===== src/rtl/imem_loader_pkg.sv =====
// Shared processor package: loader FSM state encoding and word/address constants.
package imem_loader_pkg;

  // Loader FSM state encoding
  localparam logic [2:0] ST_IDLE    = 3'd0;
  localparam logic [2:0] ST_COLLECT = 3'd1;
  localparam logic [2:0] ST_WRITE   = 3'd2;
  localparam logic [2:0] ST_CHECK   = 3'd3;
  localparam logic [2:0] ST_DONE    = 3'd4;

  // Bytes assembled into one IMEM word, and byte-address step between words
  localparam int         BYTES_PER_WORD = 4;
  localparam logic [7:0] ADDR_STEP      = 8'd4;

endpackage


===== src/rtl/imem_loader_byte_packer.sv =====
// byte_packer: big-endian byte-to-word shift register for the IMEM loader.
// The first accepted byte ends up in bits [31:24]. almost_full flags that the
// next accepted byte completes the word, so the FSM can move on the same edge.
module byte_packer
  import imem_loader_pkg::*;
(
  input  logic        clk,
  input  logic        rst,
  input  logic [7:0]  byte_in,
  input  logic        accept,
  input  logic        clear,
  output logic [31:0] word,
  output logic        word_full,
  output logic        almost_full
);

  localparam logic [2:0] FULL_CNT = 3'(BYTES_PER_WORD);

  logic [2:0] count;

  // Shift accepted bytes in from the right; clear wins over accept
  always_ff @(posedge clk or posedge rst) begin
    if (rst) begin
      count <= 3'd0;
      word  <= 32'd0;
    end else if (clear) begin
      count <= 3'd0;
      word  <= 32'd0;
    end else if (accept && (count != FULL_CNT)) begin
      word  <= {word[23:0], byte_in};
      count <= count + 3'd1;
    end
  end

  assign word_full   = (count == FULL_CNT);
  assign almost_full = (count == (FULL_CNT - 3'd1));

endmodule


===== src/rtl/imem_loader.sv =====
// imem_loader: streams bytes into 32-bit words and writes them to a 256-byte
// IMEM starting at a base byte address, wrapping modulo 256.
// Optional feature: define IMEM_LOADER_CHECKSUM_EN to XOR-accumulate written
// words and compare against a trailing 4-byte checksum word (IMLD_error).
module imem_loader
  import imem_loader_pkg::*;
#(
  parameter int WORD_COUNT_MAX = 64
) (
  input  logic        SYS_clk,
  input  logic        SYS_reset,
  input  logic        IMLD_start,
  input  logic [7:0]  IMLD_base_addr,
  input  logic [6:0]  IMLD_word_count,
  input  logic [7:0]  IMLD_byte_in,
  input  logic        IMLD_byte_valid,
  output logic        IMLD_byte_ready,
  output logic [7:0]  IMLD_mem_addr,
  output logic [31:0] IMLD_mem_data,
  output logic        IMLD_mem_write,
  output logic        IMLD_busy,
  output logic        IMLD_done,
  output logic        IMLD_error
);

  // The count port is 7 bits wide, so anything above 127 can never be exceeded
  localparam int         MAX_CLAMP = (WORD_COUNT_MAX > 127) ? 127 : WORD_COUNT_MAX;
  localparam logic [6:0] MAX_CNT   = 7'(MAX_CLAMP);

  logic [2:0]  state;
  logic [7:0]  addr;
  logic [6:0]  remaining;
  logic [7:0]  held_addr;
  logic [31:0] held_data;

  logic        start_ok;
  logic        count_ok;
  logic        accept;
  logic        clear;
  logic [31:0] word;
  logic        word_full;
  logic        almost_full;

  assign start_ok = IMLD_start && (state == ST_IDLE);
  assign count_ok = (IMLD_word_count != 7'd0) && (IMLD_word_count <= MAX_CNT);

`ifdef IMEM_LOADER_CHECKSUM_EN
  assign IMLD_byte_ready = (state == ST_COLLECT) || (state == ST_CHECK);
`else
  assign IMLD_byte_ready = (state == ST_COLLECT);
`endif

  assign accept = IMLD_byte_valid && IMLD_byte_ready;
  // Fresh word on a new load, after each write, and after the checksum word
  assign clear  = start_ok || (state == ST_WRITE) || (state == ST_DONE);

  byte_packer u_packer (
    .clk        (SYS_clk),
    .rst        (SYS_reset),
    .byte_in    (IMLD_byte_in),
    .accept     (accept),
    .clear      (clear),
    .word       (word),
    .word_full  (word_full),
    .almost_full(almost_full)
  );

  // Memory port shows the live word while writing, the last write otherwise
  assign IMLD_mem_write = (state == ST_WRITE) && word_full;
  assign IMLD_mem_addr  = IMLD_mem_write ? addr : held_addr;
  assign IMLD_mem_data  = IMLD_mem_write ? word : held_data;
  assign IMLD_busy      = (state != ST_IDLE);
  assign IMLD_done      = (state == ST_DONE);

  // Load sequencing FSM with address and remaining-word bookkeeping
  always_ff @(posedge SYS_clk or posedge SYS_reset) begin
    if (SYS_reset) begin
      state     <= ST_IDLE;
      addr      <= 8'd0;
      remaining <= 7'd0;
      held_addr <= 8'd0;
      held_data <= 32'd0;
    end else begin
      case (state)
        ST_IDLE: begin
          if (start_ok) begin
            addr      <= IMLD_base_addr;
            remaining <= IMLD_word_count;
            state     <= count_ok ? ST_COLLECT : ST_DONE;
          end
        end
        ST_COLLECT: begin
          if (accept && almost_full) state <= ST_WRITE;
        end
        ST_WRITE: begin
          held_addr <= addr;
          held_data <= word;
          addr      <= addr + ADDR_STEP;
          remaining <= remaining - 7'd1;
`ifdef IMEM_LOADER_CHECKSUM_EN
          state     <= (remaining > 7'd1) ? ST_COLLECT : ST_CHECK;
`else
          state     <= (remaining > 7'd1) ? ST_COLLECT : ST_DONE;
`endif
        end
`ifdef IMEM_LOADER_CHECKSUM_EN
        ST_CHECK: begin
          if (accept && almost_full) state <= ST_DONE;
        end
`endif
        ST_DONE: begin
          state <= ST_IDLE;
        end
        default: begin
          state <= ST_IDLE;
        end
      endcase
    end
  end

`ifdef IMEM_LOADER_CHECKSUM_EN
  logic [31:0] csum;
  logic        error_flag;

  // XOR of written words; error latched as the checksum word completes
  always_ff @(posedge SYS_clk or posedge SYS_reset) begin
    if (SYS_reset) begin
      csum       <= 32'd0;
      error_flag <= 1'b0;
    end else if (start_ok) begin
      csum       <= 32'd0;
      error_flag <= 1'b0;
    end else if (state == ST_WRITE) begin
      csum       <= csum ^ word;
    end else if ((state == ST_CHECK) && accept && almost_full) begin
      error_flag <= (csum != {word[23:0], IMLD_byte_in});
    end
  end

  assign IMLD_error = error_flag;
`else
  assign IMLD_error = 1'b0;
`endif

endmodule


===== config.mk =====
export PLATFORM = sky130hd
export DESIGN_NAME = imem_loader
export DESIGN_NICKNAME = d
export VERILOG_FILES = /design/src/rtl/imem_loader_pkg.sv /design/src/rtl/imem_loader_byte_packer.sv /design/src/rtl/imem_loader.sv
export SDC_FILE = /design/constraint.sdc
export NUM_CORES = 1
export LEC_CHECK = 0
export CELL_PAD_IN_SITES_DETAIL_PLACEMENT = 1
export CELL_PAD_IN_SITES_GLOBAL_PLACEMENT = 1
export CORE_UTILIZATION = 41
export DETAILED_ROUTE_END_ITERATION = 8
export MAX_ROUTING_LAYER = met4
export PLACE_DENSITY_LB_ADDON = 0.1
export SLEW_MARGIN = 25
export SYNTH_ARGS = -nofsm -noshare
export SYNTH_HDL_FRONTEND = slang
export SYNTH_SLANG_ARGS = --single-unit

===== constraint.sdc =====
create_clock -name SYS_clk -period 4.3 [get_ports SYS_clk]
set_input_delay 1.075 -clock SYS_clk [delete_from_list [all_inputs] [get_ports SYS_clk]]
set_output_delay 1.075 -clock SYS_clk [all_outputs]
set_load 0.01 [all_outputs]

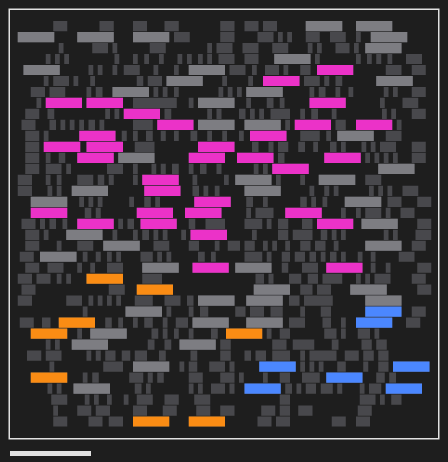
(register map, names as in the netlist)
Bar = 20 µm. Other sequential cells in the stronger gray, the rest of the logic in the fainter gray.
[held_addr] orange | placed flops: 8
[remaining] blue | placed flops: 7 | where: bottom right
[u_packer.word] magenta | placed flops: 32
not colored: 46

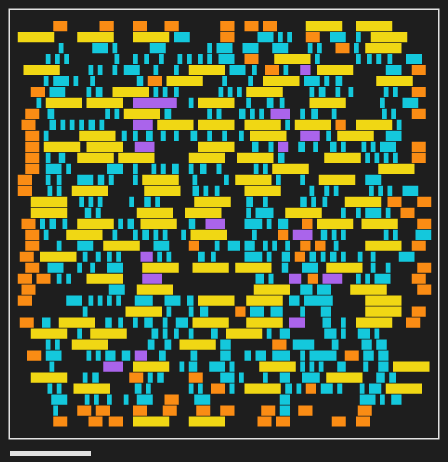
(placed cells, one color a class)
Bar = 20 µm.
[clock drivers and dummy loads] purple | cells: 16 | share of their area: 3.9%
[combinational and other logic] cyan | cells: 361 | share of their area: 37%
[flops] yellow | cells: 93 | share of their area: 44%
[other buffers and delay cells] orange | cells: 80 | share of their area: 15%
fraction of area in registers: 0.4263
fin area: 5459 µm²

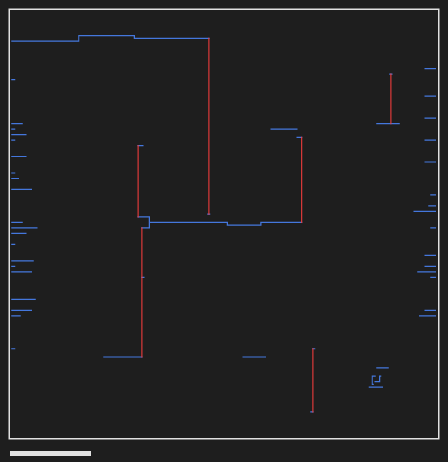
(wiring by layer)
Bar = 20 µm. Two of the layers only.
[metal 4] red | wire length: 142 µm
[metal 3] blue | wire length: 234 µm
gr usage total: 0.2138
DR vias: 3536
Total Wirelength: 10.71 mm
DR WL/cell: 15.61 µm

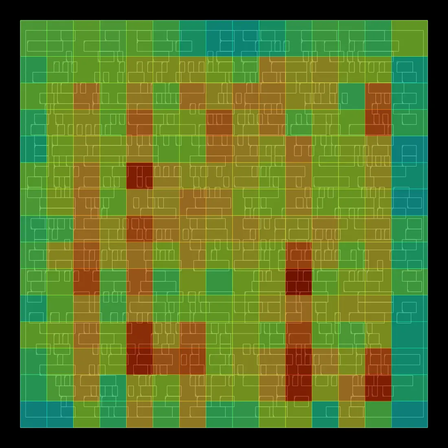
(routing congestion map)
Most Crowded Layer GR: met2
Layout Utilization: 0.5241
GR Util met3: 0.02943

==> metrics.cfg <==
[run_status]
status = finished, final reports clean

[global_route]
grt_util_met2 = 0.3240
grt_first_pass_wirelength_mm = 18.52
grt_max_degree = 62
antenna_found_initial = 0
use_met1 = 0.2968
overflow = 0
grt_pass1_vias = 3668

[final_timing]
period_used_share = 0.9102
fin_ws_ns = 0.3860
maxSlewHeadroom = 0.3492
hold_viol = 0
drv_slew = 0
fin_setup_tns_ns = 0
hold_slack_ns = 0.4760
fin_skew_ns = 0.01051
period_minus_slack_ns = 3.914
grt_setup_unrepaired = false
worst_slew_pin_slew_ns = 0.9751
setup_viol = 0
fmax_mhz = 255.5

[cells_and_area]
final_cell_mix = 204 x nand2_1, 93 x dfrtp_1, 70 x clkdlybuf4s50_1
layout.nets = 578
fill_cells = 1210
antenna_cells = 0
area_delta_synth_final_pct = 23.14
final_common_cell = nand2_1
drive_gt1_frac = 0.1327

[place]
dp_slack_ns = 0.7946
dp_hpwl_mm = 7.145
routabilityCongestion = 0.7792
io_buffers = 70

[synth]
ys.flops = 93
syn_area_um2 = 4433
top_area_cell = dfrtp_1
yosys-stat-cells = 486
most_common_cell = nand2_1
edf_count = 0
ys_area_um2 = 4433
synth_cells = 486
async_flop_share = 1.000
ys_seq_share = 0.5250
top_cells_by_count = 204 x nand2_1, 93 x dfrtp_1, 39 x mux2_2, 38 x a21oi_1, 15 x clkbuf_1
fp_nets = 519
ys_top_cells_by_area = dfrtp_1 52%, nand2_1 17%, mux2_2 9.9%
syn_area_per_cell_um2 = 9.121
ys_types = 43
flop_cell = dfrtp_1
synth_warnings = 0
yosysTopAreaCellShare = 0.5250

[floorplanning]
core_area_um2 = 10420
chipArea_um2 = 11230
io_pins = 72
die-width_um = 106.0
rows = 37
fp_util = 0.4256
die_h_um = 106.0

[drt]
postRouteAntennaNets = 0
dr.pass1.iters = 4
drc = 0
drtIter0Drc = 119
wl_met3_um = 233
dr_wl_met2_mm = 4.955
via_per_inst = 5.155
wl_met1_mm = 5.377
top_layer = met4

[cts]
htreeDepth = 3
cts_hold_buf = 0
tritoncts = built
cts_setup_buffers = 0
cts_buffer_depth = 2
clkLatencyLatePin_ns = 0.36
cts-resized-gates = 0
cts-buffers-inserted = 9
cts_root_buf = clkbuf_8
cts.sinks = 93
clk_pin_slew_ns = 0.09

[setup_path]
crit_type = flop to output port
r2r_slack_ns = 1.94
worst_path_largest_cell_delay_ns = 0.60
reg2reg_from = state[1]$_DFFE_PP0P_
worstPathCellList = or3b_2 -> nor2_4 -> buf_4 -> mux2_2 -> clkdlybuf4s50_1
worstPathArrival_ns = 2.84
critPathLaunch = state[1]$_DFFE_PP0P_
crit_fanout = 26
crit_end = IMLD_mem_data[10]
cp-end-kind = output port
required_ns = 3.22
cp_slowest_cell = dfrtp_1
reg2reg_depth = 4
cp-start-kind = flop
r2r-end = remaining[5]$_DFFE_PP0P_

[power_and_ir_drop]
leakagePower_nw = 2.534
ir_drop_uv = 227.6
finalPower_mw = 2.596
power_density_nw_per_um2 = 475.5

[min_path]
hold_path_end = held_data[30]$_DFFE_PP0P_
hold_path_depth = 2
min_from = held_data[30]$_DFFE_PP0P_
hp-class = flop to flop

[flow_run]
maxCapViolations = 0
tool_warnings = 28

[report_power, final]
part | leakage (nW) | internal, mW | switching (mW)
sequential | 1.25 | 1.07 | 0.203
clock | 0.0984 | 0.278 | 0.337
combinational | 1.18 | 0.317 | 0.394
[stage by stage]
stage          area, µm²  cells
2_1_floorplan       4433    486
3_3_place_gp        5253    670
3_5_place_dp        5253    670
4_1_cts             5459    686
5_1_grt             5459    686
6_report            5459    686
[cells by family after synthesis]
| kind of cell | after synthesis | synth area share |
|---|---|---|
| simple gates | 241 | 0.2227 |
| flops | 93 | 0.5250 |
| other cells | 1 | 0.0008459 |
| xor+xnor | 1 | 0.001976 |
| mux | 40 | 0.1016 |
| fa+ha+maj | 6 | 0.01693 |
| buf+inv | 39 | 0.04177 |
| compound gates | 65 | 0.08919 |
[area by class of cell]
| class | count | area (µm²) | share of cell area |
|---|---|---|---|
| clock inverters | 7 | 82.58 | 0.01513 |
| clock buffers | 9 | 123.9 | 0.02269 |
| inverters | 7 | 28.78 | 0.005272 |
| repair buffers | 80 | 775.7 | 0.1421 |
| well taps | 136 | 170.2 | 0.03117 |
| flip-flops and latches | 93 | 2327 | 0.4263 |
| multi-input cells | 354 | 1951 | 0.3573 |
[critical path: cells and delay by family, from the launching register on]
kind                   cells  cell delay [ns]
multiplexers               1             0.38
AND/OR/NAND/NOR            2             0.66
flip-flops                 1             0.60
buffers and inverters      2             0.82
[state kept, by name, summed over array words and instances, names as in the netlist]
name / cells
held_data: 32
u_packer.word: 32
addr: 8
held_addr: 8
remaining: 7
state: 3
u_packer.count: 3
Power figures rest on the tool's default switching activity, not on a simulated workload.
